[config.mk]
export PLATFORM = sky130hd
export DESIGN_NAME = id_emitter_flat
export DESIGN_NICKNAME = d
export VERILOG_FILES = /design/src/rtl/id_emitter_if.sv /design/src/rtl/id_emitter.sv /design/src/flat_wrapper.sv
export SDC_FILE = /design/constraint.sdc
export NUM_CORES = 1
export LEC_CHECK = 0
export ABC_CLOCK_PERIOD_IN_PS = 8200
export CORE_ASPECT_RATIO = 1.4
export CORE_MARGIN = 5
export CORE_UTILIZATION = 58
export CTS_CLUSTER_SIZE = 30
export DETAILED_ROUTE_END_ITERATION = 10
export PLACE_DENSITY = 0.92
export SETUP_SLACK_MARGIN = 0.05
export SYNTH_ARGS = -nofsm -noshare
export SYNTH_HDL_FRONTEND = slang
export SYNTH_SLANG_ARGS = --single-unit
export TNS_END_PERCENT = 1
[constraint.sdc]
create_clock -name i_clk -period 8.2 [get_ports i_clk]
set_input_delay 1.64 -clock i_clk [delete_from_list [all_inputs] [get_ports i_clk]]
set_output_delay 1.64 -clock i_clk [all_outputs]
set_load 0.05 [all_outputs]
[src/rtl/id_emitter_if.sv]
// Byte-stream and run-control bundle between id_emitter (master) and its consumer (slave).
interface id_emitter_if;
  logic       start;
  logic [7:0] count;
  logic [7:0] letter;
  logic       ready;
  logic [7:0] char;
  logic       valid;
  logic       busy;
  logic       done;

  modport master (
    input  start, count, letter, ready,
    output char, valid, busy, done
  );

  modport slave (
    output start, count, letter, ready,
    input  char, valid, busy, done
  );
endinterface

[src/rtl/id_emitter.sv]
// Emits COUNT identifiers "<prefix letters><fixed-width decimal index>" each followed by a
// separator byte, as a valid/ready byte stream with registered outputs.
module id_emitter #(
  parameter int unsigned PREFIX_LEN = 2,
  parameter int unsigned DIGITS     = 3,
  parameter logic [7:0]  SEP        = 8'd32
) (
  input logic          i_clk,
  input logic          i_reset,
  id_emitter_if.master io_bus
);

  typedef enum logic [1:0] {StIdle, StPref, StNum, StSep} state_e;

  state_e                   r_state, w_state_d;
  logic [2:0]               r_pos, w_pos_d;
  logic [7:0]               r_count, w_count_d;
  logic [7:0]               r_letter, w_letter_d;
  logic [DIGITS-1:0][3:0]   r_idx, w_idx_d, w_idx_inc;
  logic [7:0]               r_char, w_char_d;
  logic                     r_valid, w_valid_d;
  logic                     r_busy, w_busy_d;
  logic                     r_done, w_done_d;
  logic                     w_beat, w_start_run, w_start_nil;
  logic                     w_pref_last, w_num_last, w_run_last, w_carry;

  function automatic logic is_letter(logic [7:0] c);
    return (c >= 8'h41 && c <= 8'h5a) || (c >= 8'h61 && c <= 8'h7a);
  endfunction

  // Output byte for a given position; ltr is already sanitized to a letter.
  function automatic logic [7:0] char_of(state_e st, logic [2:0] pos, logic [7:0] ltr,
                                         logic [DIGITS-1:0][3:0] idx);
    logic [7:0] base, off;
    char_of = 8'd0;
    base    = (ltr >= 8'h61) ? 8'h61 : 8'h41;
    off     = ltr - base + {5'd0, pos};
    if (off >= 8'd26) off = off - 8'd26;
    case (st)
      StPref: char_of = base + off;
      StNum: begin
        for (int i = 0; i < int'(DIGITS); i++) begin
          if (int'(pos) == int'(DIGITS) - 1 - i) char_of = 8'h30 + {4'd0, idx[i]};
        end
      end
      StSep:   char_of = SEP;
      default: char_of = 8'd0;
    endcase
  endfunction

  assign w_beat      = r_valid & io_bus.ready;
  assign w_start_run = (r_state == StIdle) && io_bus.start && (io_bus.count != 8'd0);
  assign w_start_nil = (r_state == StIdle) && io_bus.start && (io_bus.count == 8'd0);
  assign w_pref_last = (r_pos == 3'(PREFIX_LEN - 1));
  assign w_num_last  = (r_pos == 3'(DIGITS - 1));
  assign w_run_last  = (r_count == 8'd1);

  // BCD increment, LSD first; 9s roll to 0 and pass the carry on.
  always_comb begin
    w_idx_inc = r_idx;
    w_carry   = 1'b1;
    for (int i = 0; i < int'(DIGITS); i++) begin
      if (w_carry) begin
        if (r_idx[i] == 4'd9) begin
          w_idx_inc[i] = 4'd0;
        end else begin
          w_idx_inc[i] = r_idx[i] + 4'd1;
          w_carry      = 1'b0;
        end
      end
    end
  end

  always_ff @(posedge i_clk) begin
    if (i_reset) r_state <= StIdle;
    else         r_state <= w_state_d;
  end

  always_comb begin
    w_state_d = r_state;
    case (r_state)
      StIdle:  if (w_start_run) w_state_d = StPref;
      StPref:  if (w_beat && w_pref_last) w_state_d = StNum;
      StNum:   if (w_beat && w_num_last) w_state_d = StSep;
      StSep:   if (w_beat) w_state_d = w_run_last ? StIdle : StPref;
      default: w_state_d = StIdle;
    endcase
  end

  always_comb begin
    w_count_d  = r_count;
    w_letter_d = r_letter;
    w_idx_d    = r_idx;
    if (w_state_d != r_state) w_pos_d = 3'd0;
    else if (w_beat)          w_pos_d = r_pos + 3'd1;
    else                      w_pos_d = r_pos;
    if (w_start_run) begin
      w_count_d  = io_bus.count;
      w_letter_d = is_letter(io_bus.letter) ? io_bus.letter : 8'h61;
      w_idx_d    = '0;
    end else if (r_state == StSep && w_beat) begin
      w_count_d = r_count - 8'd1;
      w_idx_d   = w_idx_inc;
    end
  end

  // Outputs are registered: compute the value they take after this edge.
  always_comb begin
    w_valid_d = (w_state_d != StIdle);
    w_busy_d  = w_valid_d;
    w_char_d  = char_of(w_state_d, w_pos_d, w_letter_d, w_idx_d);
    w_done_d  = w_start_nil || (r_state == StSep && w_beat && w_run_last);
  end

  always_ff @(posedge i_clk) begin
    if (i_reset) begin
      r_pos    <= 3'd0;
      r_count  <= 8'd0;
      r_letter <= 8'd0;
      r_idx    <= '0;
      r_char   <= 8'd0;
      r_valid  <= 1'b0;
      r_busy   <= 1'b0;
      r_done   <= 1'b0;
    end else begin
      r_pos    <= w_pos_d;
      r_count  <= w_count_d;
      r_letter <= w_letter_d;
      r_idx    <= w_idx_d;
      r_char   <= w_char_d;
      r_valid  <= w_valid_d;
      r_busy   <= w_busy_d;
      r_done   <= w_done_d;
    end
  end

  assign io_bus.char  = r_char;
  assign io_bus.valid = r_valid;
  assign io_bus.busy  = r_busy;
  assign io_bus.done  = r_done;

endmodule

[src/flat_wrapper.sv]
// flat-port wrapper written by rule: the top's interface ports become plain ports
module id_emitter_flat 
#(
  parameter int unsigned PREFIX_LEN = 2,
  parameter int unsigned DIGITS     = 3,
  parameter logic [7:0]  SEP        = 8'd32
)
  (i_clk, i_reset, io_bus_start, io_bus_count, io_bus_letter, io_bus_ready, io_bus_char, io_bus_valid, io_bus_busy, io_bus_done);
  id_emitter_if io_bus_i ();
  input logic i_clk;
  input logic i_reset;
  input wire logic [$bits(io_bus_i.start)-1:0] io_bus_start;
  input wire logic [$bits(io_bus_i.count)-1:0] io_bus_count;
  input wire logic [$bits(io_bus_i.letter)-1:0] io_bus_letter;
  input wire logic [$bits(io_bus_i.ready)-1:0] io_bus_ready;
  output wire logic [$bits(io_bus_i.char)-1:0] io_bus_char;
  output wire logic [$bits(io_bus_i.valid)-1:0] io_bus_valid;
  output wire logic [$bits(io_bus_i.busy)-1:0] io_bus_busy;
  output wire logic [$bits(io_bus_i.done)-1:0] io_bus_done;
  assign io_bus_i.start = io_bus_start;
  assign io_bus_i.count = io_bus_count;
  assign io_bus_i.letter = io_bus_letter;
  assign io_bus_i.ready = io_bus_ready;
  assign io_bus_char = io_bus_i.char;
  assign io_bus_valid = io_bus_i.valid;
  assign io_bus_busy = io_bus_i.busy;
  assign io_bus_done = io_bus_i.done;
  id_emitter #(.PREFIX_LEN(PREFIX_LEN), .DIGITS(DIGITS), .SEP(SEP)) u_core (.i_clk(i_clk), .i_reset(i_reset), .io_bus(io_bus_i));
endmodule
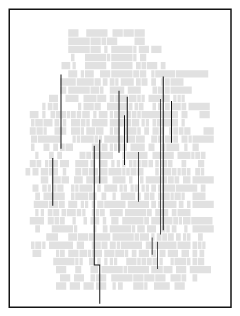
(metal 4)
Scale: 3 px per um. Cells faint in the background.
share of all routed wire: 3.7%
wire length on this layer: 300 um

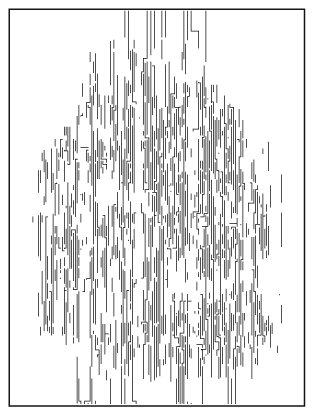
(metal 2)
Scale: 4 px per um.
longest straight run: 29.4 um
main direction: vertical
share of all routed wire: 54%
nets with wire on the layer: 439

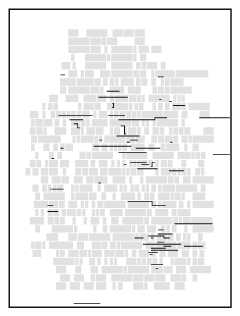
(the metal 3 layer)
Scale: 3 px per um. Cells faint in the background.
main direction: horizontal
nets with wire on the layer: 37
wire length on this layer: 249 um

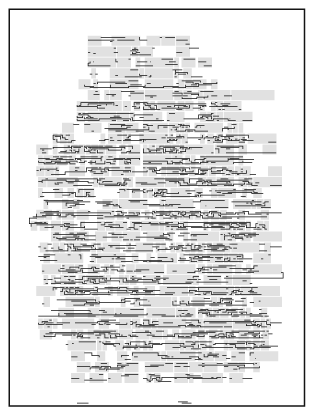
(signal wires on met1)
Scale: 4 px per um. Cells faint in the background.
share of all routed wire: 39%
main direction: horizontal
nets with wire on the layer: 469

==> flow_results.xml <==
<?xml version="1.0" encoding="UTF-8"?>
<metrics>
  <group name="status">
    <metric name="result_of_the_run" unit="">complete, no violations</metric>
  </group>
  <group name="job">
    <metric name="max_cap_viol" unit="">0</metric>
    <metric name="stage_log_warnings" unit="">32</metric>
  </group>
  <group name="synth">
    <metric name="compound_area_share" unit="%">23.3</metric>
    <metric name="synth.lib_cells_used.distinct" unit="">69</metric>
    <metric name="total_nets_after_synthesis" unit="">475</metric>
    <metric name="synthFlopType" unit="">sky130_fd_sc_hd__dfxtp_1</metric>
    <metric name="yosys-mux-area-fraction" unit="%">3.26</metric>
    <metric name="synth.yosys.num_cells" unit="">432</metric>
    <metric name="most_popular_library_cell_in_the_synthesized_design_by_count" unit="">sky130_fd_sc_hd__nor2_1</metric>
    <metric name="yosys-top-cells-count" unit="">sky130_fd_sc_hd__nor2_1 (60), sky130_fd_sc_hd__dfxtp_1 (43), sky130_fd_sc_hd__nand2_1 (41)</metric>
    <metric name="post_synth_fa_ha_maj_area_fraction" unit="%">9.04</metric>
    <metric name="top_area_cell" unit="">sky130_fd_sc_hd__dfxtp_1</metric>
    <metric name="postSynthSeqShare" unit="%">26.4</metric>
    <metric name="ys_ff" unit="">43</metric>
    <metric name="area_leaders" unit="">sky130_fd_sc_hd__dfxtp_1 (26%), sky130_fd_sc_hd__ha_1 (8.4%), sky130_fd_sc_hd__nor2_1 (6.9%), sky130_fd_sc_hd__a21oi_1 (5.2%), sky130_fd_sc_hd__nand2_1 (4.7%)</metric>
    <metric name="ys_async_sr_fraction" unit="%">0</metric>
    <metric name="syn_inst" unit="">432</metric>
    <metric name="yosys-dominant-comb-family" unit="">simple AND/OR/NAND/NOR gates</metric>
    <metric name="synth_simple_gate_area_share" unit="%">28.3</metric>
    <metric name="yosys_area" unit="um^2">3270</metric>
    <metric name="ys.warnings.count" unit="">0</metric>
    <metric name="post_synth_xor_area_fraction" unit="%">4.02</metric>
    <metric name="synth.avg_cell_area" unit="um^2">7.56</metric>
    <metric name="fraction_of_synthesized_cell_area_taken_by_the_top_area_cell_type" unit="%">26.4</metric>
    <metric name="enable_flop_cells" unit="">0</metric>
    <metric name="post_synthesis_cell_area" unit="um^2">3270</metric>
  </group>
  <group name="power">
    <metric name="netSwitchingFraction" unit="%">39.1</metric>
    <metric name="internal_power" unit="uW">448</metric>
    <metric name="power.share.sequential" unit="%">31.6</metric>
    <metric name="power_leader" unit="">combinational logic</metric>
    <metric name="power_combinational" unit="uW">341</metric>
    <metric name="combPwrFrac" unit="%">46.4</metric>
    <metric name="ir_worst_vdd" unit="mV">0.109</metric>
    <metric name="power.sequential.total" unit="uW">233</metric>
    <metric name="power_density" unit="nW/um^2">200</metric>
    <metric name="power.clock.fraction" unit="%">22.0</metric>
    <metric name="total_leakage_power" unit="uW">0.00145</metric>
    <metric name="p_sw" unit="uW">288</metric>
    <metric name="power_clock" unit="uW">162</metric>
  </group>
  <group name="routing">
    <metric name="vias_per_cell" unit="">6.18</metric>
    <metric name="drt_first_pass_iters" unit="">5</metric>
    <metric name="drt_drc_violations_left" unit="">0</metric>
    <metric name="routed_wl" unit="mm">8.04</metric>
    <metric name="ant_nets" unit="">0</metric>
    <metric name="initialDrtViolationCount" unit="">305</metric>
    <metric name="drt-wirelength-per-cell" unit="um">15.4</metric>
    <metric name="vias" unit="">3225</metric>
  </group>
  <group name="floorplanning">
    <metric name="placeableCoreArea" unit="um^2">5490</metric>
    <metric name="chip_area" unit="um^2">7250</metric>
    <metric name="die-height" unit="um">98.8</metric>
    <metric name="fp-utilization" unit="%">59.6</metric>
    <metric name="rows" unit="">32</metric>
    <metric name="top_level_ports" unit="">31</metric>
    <metric name="fp.dieW" unit="um">73.4</metric>
  </group>
  <group name="global_route">
    <metric name="largest_net_degree_at_the_start_of_global_routing" unit="">30</metric>
    <metric name="grtUsageTotal" unit="%">23.2</metric>
    <metric name="grt_first_pass_wirelength" unit="mm">13.7</metric>
    <metric name="grt_remaining_overflow" unit="">0</metric>
    <metric name="grt_pass1_vias" unit="">3075</metric>
    <metric name="number_of_antenna_violations_at_the_first_check_in_global_routing" unit="">0</metric>
  </group>
  <group name="clock_tree">
    <metric name="cts_max_path_buffers" unit="">2</metric>
    <metric name="clkLatencyLatePin" unit="ps">300</metric>
    <metric name="cts-resized-gates" unit="">0</metric>
    <metric name="cts_h_tree_depth" unit="">2</metric>
    <metric name="total_of_hold_buffers_inserted_after_clock_tree_synthesis" unit="">0</metric>
    <metric name="tritoncts.num_buffers" unit="">5</metric>
    <metric name="clock_tree_from_tritoncts" unit="">yes</metric>
    <metric name="ctsRootBufferMaster" unit="">sky130_fd_sc_hd__clkbuf_8</metric>
    <metric name="tritoncts_num_sinks" unit="">43</metric>
    <metric name="post_cts_buffers" unit="">0</metric>
    <metric name="clk_transition_reported_paths" unit="ps">80</metric>
  </group>
  <group name="hold_path">
    <metric name="min_path_cells" unit="">2</metric>
    <metric name="whs_endpoint" unit="">u_core.r_count[6]</metric>
    <metric name="hold_path_class" unit="">reg2reg</metric>
    <metric name="worstHoldStart" unit="">u_core.r_count[6]</metric>
  </group>
  <group name="layout">
    <metric name="n_antenna_cell" unit="">0</metric>
    <metric name="post_route_cells_drive_above_1_share" unit="%">5.73</metric>
    <metric name="flip_flop_count_of_the_largest_register_after_layout" unit="">12</metric>
    <metric name="largest-register" unit="">u_core.r_idx</metric>
    <metric name="design.final.nets" unit="">497</metric>
    <metric name="growth_of_design_area_from_synthesis_to_finish" unit="%">12.7</metric>
  </group>
  <group name="timing">
    <metric name="max_slew_headroom_at_the_worst_pin" unit="%">25.1</metric>
    <metric name="fin_crit" unit="ps">7030</metric>
    <metric name="min_period_over_period" unit="%">85.7</metric>
    <metric name="slew_viol_final" unit="">0</metric>
    <metric name="worstMarginPinSlew" unit="ps">1120</metric>
    <metric name="final.setup.worst_slack" unit="ps">1170</metric>
    <metric name="setup_total_negative_slack" unit="ps">0</metric>
    <metric name="timing.final.hold_violations" unit="">0</metric>
    <metric name="holdWs" unit="ps">472</metric>
    <metric name="fin_worst_skew" unit="ps">6.54</metric>
    <metric name="finalSetupViolCount" unit="">0</metric>
    <metric name="achievable-frequency" unit="MHz">142</metric>
    <metric name="rsz_0062_raised_after_global_routing" unit="">false</metric>
  </group>
  <group name="worst_setup_path">
    <metric name="ff2ff_setup_slack" unit="ps">2400</metric>
    <metric name="reg2reg_depth" unit="">27</metric>
    <metric name="path_class" unit="">in2reg</metric>
    <metric name="critPathLaunchType" unit="">primary input</metric>
    <metric name="regToRegEndpoint" unit="">u_core.io_bus.char[4]</metric>
    <metric name="crit-reg2reg-launch" unit="">u_core.r_pos[0]</metric>
    <metric name="cp.arrival" unit="ps">7250</metric>
    <metric name="critPathMaxFanout" unit="">12</metric>
    <metric name="timing.critical_path.to_type" unit="">flop</metric>
    <metric name="required_time_worst_endpoint" unit="ps">8430</metric>
  </group>
  <group name="place">
    <metric name="place.gp.congestion" unit="">0.920</metric>
    <metric name="pre_cts_ws" unit="ps">945</metric>
    <metric name="port-buffer-count" unit="">30</metric>
    <metric name="dp.final_hpwl" unit="mm">6.04</metric>
  </group>
</metrics>
==> through the flow <==
stage / util, % / total power [uW] / std cells / instance area, um^2
floorplan: - / 498 / 432 / 3270
CTS: 67.1 / 732 / 522 / 3680
detailed placement: 65.3 / 575 / 515 / 3580
global placement: 65.3 / 569 / 515 / 3580
global route: 67.1 / 780 / 522 / 3680
finish: 67.1 / 736 / 522 / 3680
==> how the worst max path moves through the flow <==
stage	slack, ps	cells after the start	endpoint	start
finish	1170	25	u_core.io_bus.char[4]	io_bus_count[6]
global route	650	24	u_core.io_bus.char[4]	io_bus_count[6]
CTS	1220	25	u_core.io_bus.char[4]	io_bus_count[6]
detailed placement	950	25	u_core.io_bus.char[4]	io_bus_count[6]
global placement	1160	25	u_core.io_bus.char[4]	io_bus_count[6]
floorplan	1820	25	u_core.io_bus.char[4]	io_bus_count[6]
==> per-layer routing <==
| metal | global-route usage (%) | part of all wire (%) | routed length, um |
|---|---|---|---|
| met1 | 27.0 | 39 | 3180 |
| met2 | 40.9 | 54 | 4320 |
| met3 | 2.76 | 3.1 | 248 |
| met4 | 11.0 | 3.7 | 300 |
| met5 | 0 | 0 | 0 |
==> worst max-delay path, cell delays in order <==
cell and delay (ps):
sky130_fd_sc_hd__clkdlybuf4s50_1 420, sky130_fd_sc_hd__or4_4 570, sky130_fd_sc_hd__o21ai_2 380, sky130_fd_sc_hd__buf_4 270, sky130_fd_sc_hd__a21oi_1 150, sky130_fd_sc_hd__ha_1 320, sky130_fd_sc_hd__inv_1 40, sky130_fd_sc_hd__ha_1 340
sky130_fd_sc_hd__o21a_1 220, sky130_fd_sc_hd__a21oi_1 440, sky130_fd_sc_hd__nor2_1 80, sky130_fd_sc_hd__o32ai_1 240, sky130_fd_sc_hd__a21oi_1 100, sky130_fd_sc_hd__mux2i_2 430, sky130_fd_sc_hd__nor2_4 130, sky130_fd_sc_hd__xor2_1 180
sky130_fd_sc_hd__ha_1 270, sky130_fd_sc_hd__inv_1 80, sky130_fd_sc_hd__nor2_1 210, sky130_fd_sc_hd__nand2_1 90, sky130_fd_sc_hd__o221ai_1 170, sky130_fd_sc_hd__a32oi_1 80, sky130_fd_sc_hd__o21ai_1 130, sky130_fd_sc_hd__a21oi_1 80
sky130_fd_sc_hd__o22ai_1 170
==> cell type report <==
| type | instances | area [um^2] |
|---|---|---|
| Clock buffer | 6 | 72.6 |
| Clock inverter | 1 | 30.0 |
| Fill cell | 467 | 1800 |
| Inverter | 26 | 97.6 |
| Multi-Input combinational cell | 346 | 2220 |
| Sequential cell | 43 | 861 |
| Tap cell | 68 | 85.1 |
| Timing Repair Buffer | 32 | 315 |
==> layout by cell type, fill, tap and decap left out, drive strengths merged, types with 3 or more instances in the layout <==
cell           instances
and3                   6
clkbuf                 6
nand2b                 5
nand2                 41
a31oi                  5
o22ai                  7
or3                    6
a211oi                 6
a21oi                 34
o21a                   3
xor2                   9
xnor2                  6
a32oi                  3
and2                   4
nor4                   4
inv                   26
nand4                  3
a21o                   4
mux2i                  6
ha                    22
nor2b                  9
clkdlybuf4s50         30
nor2                  61
o21ai                 28
nor3                  20
nand3                 14
dfxtp                 43
or4                    3
Power and IR drop assume default switching activity.
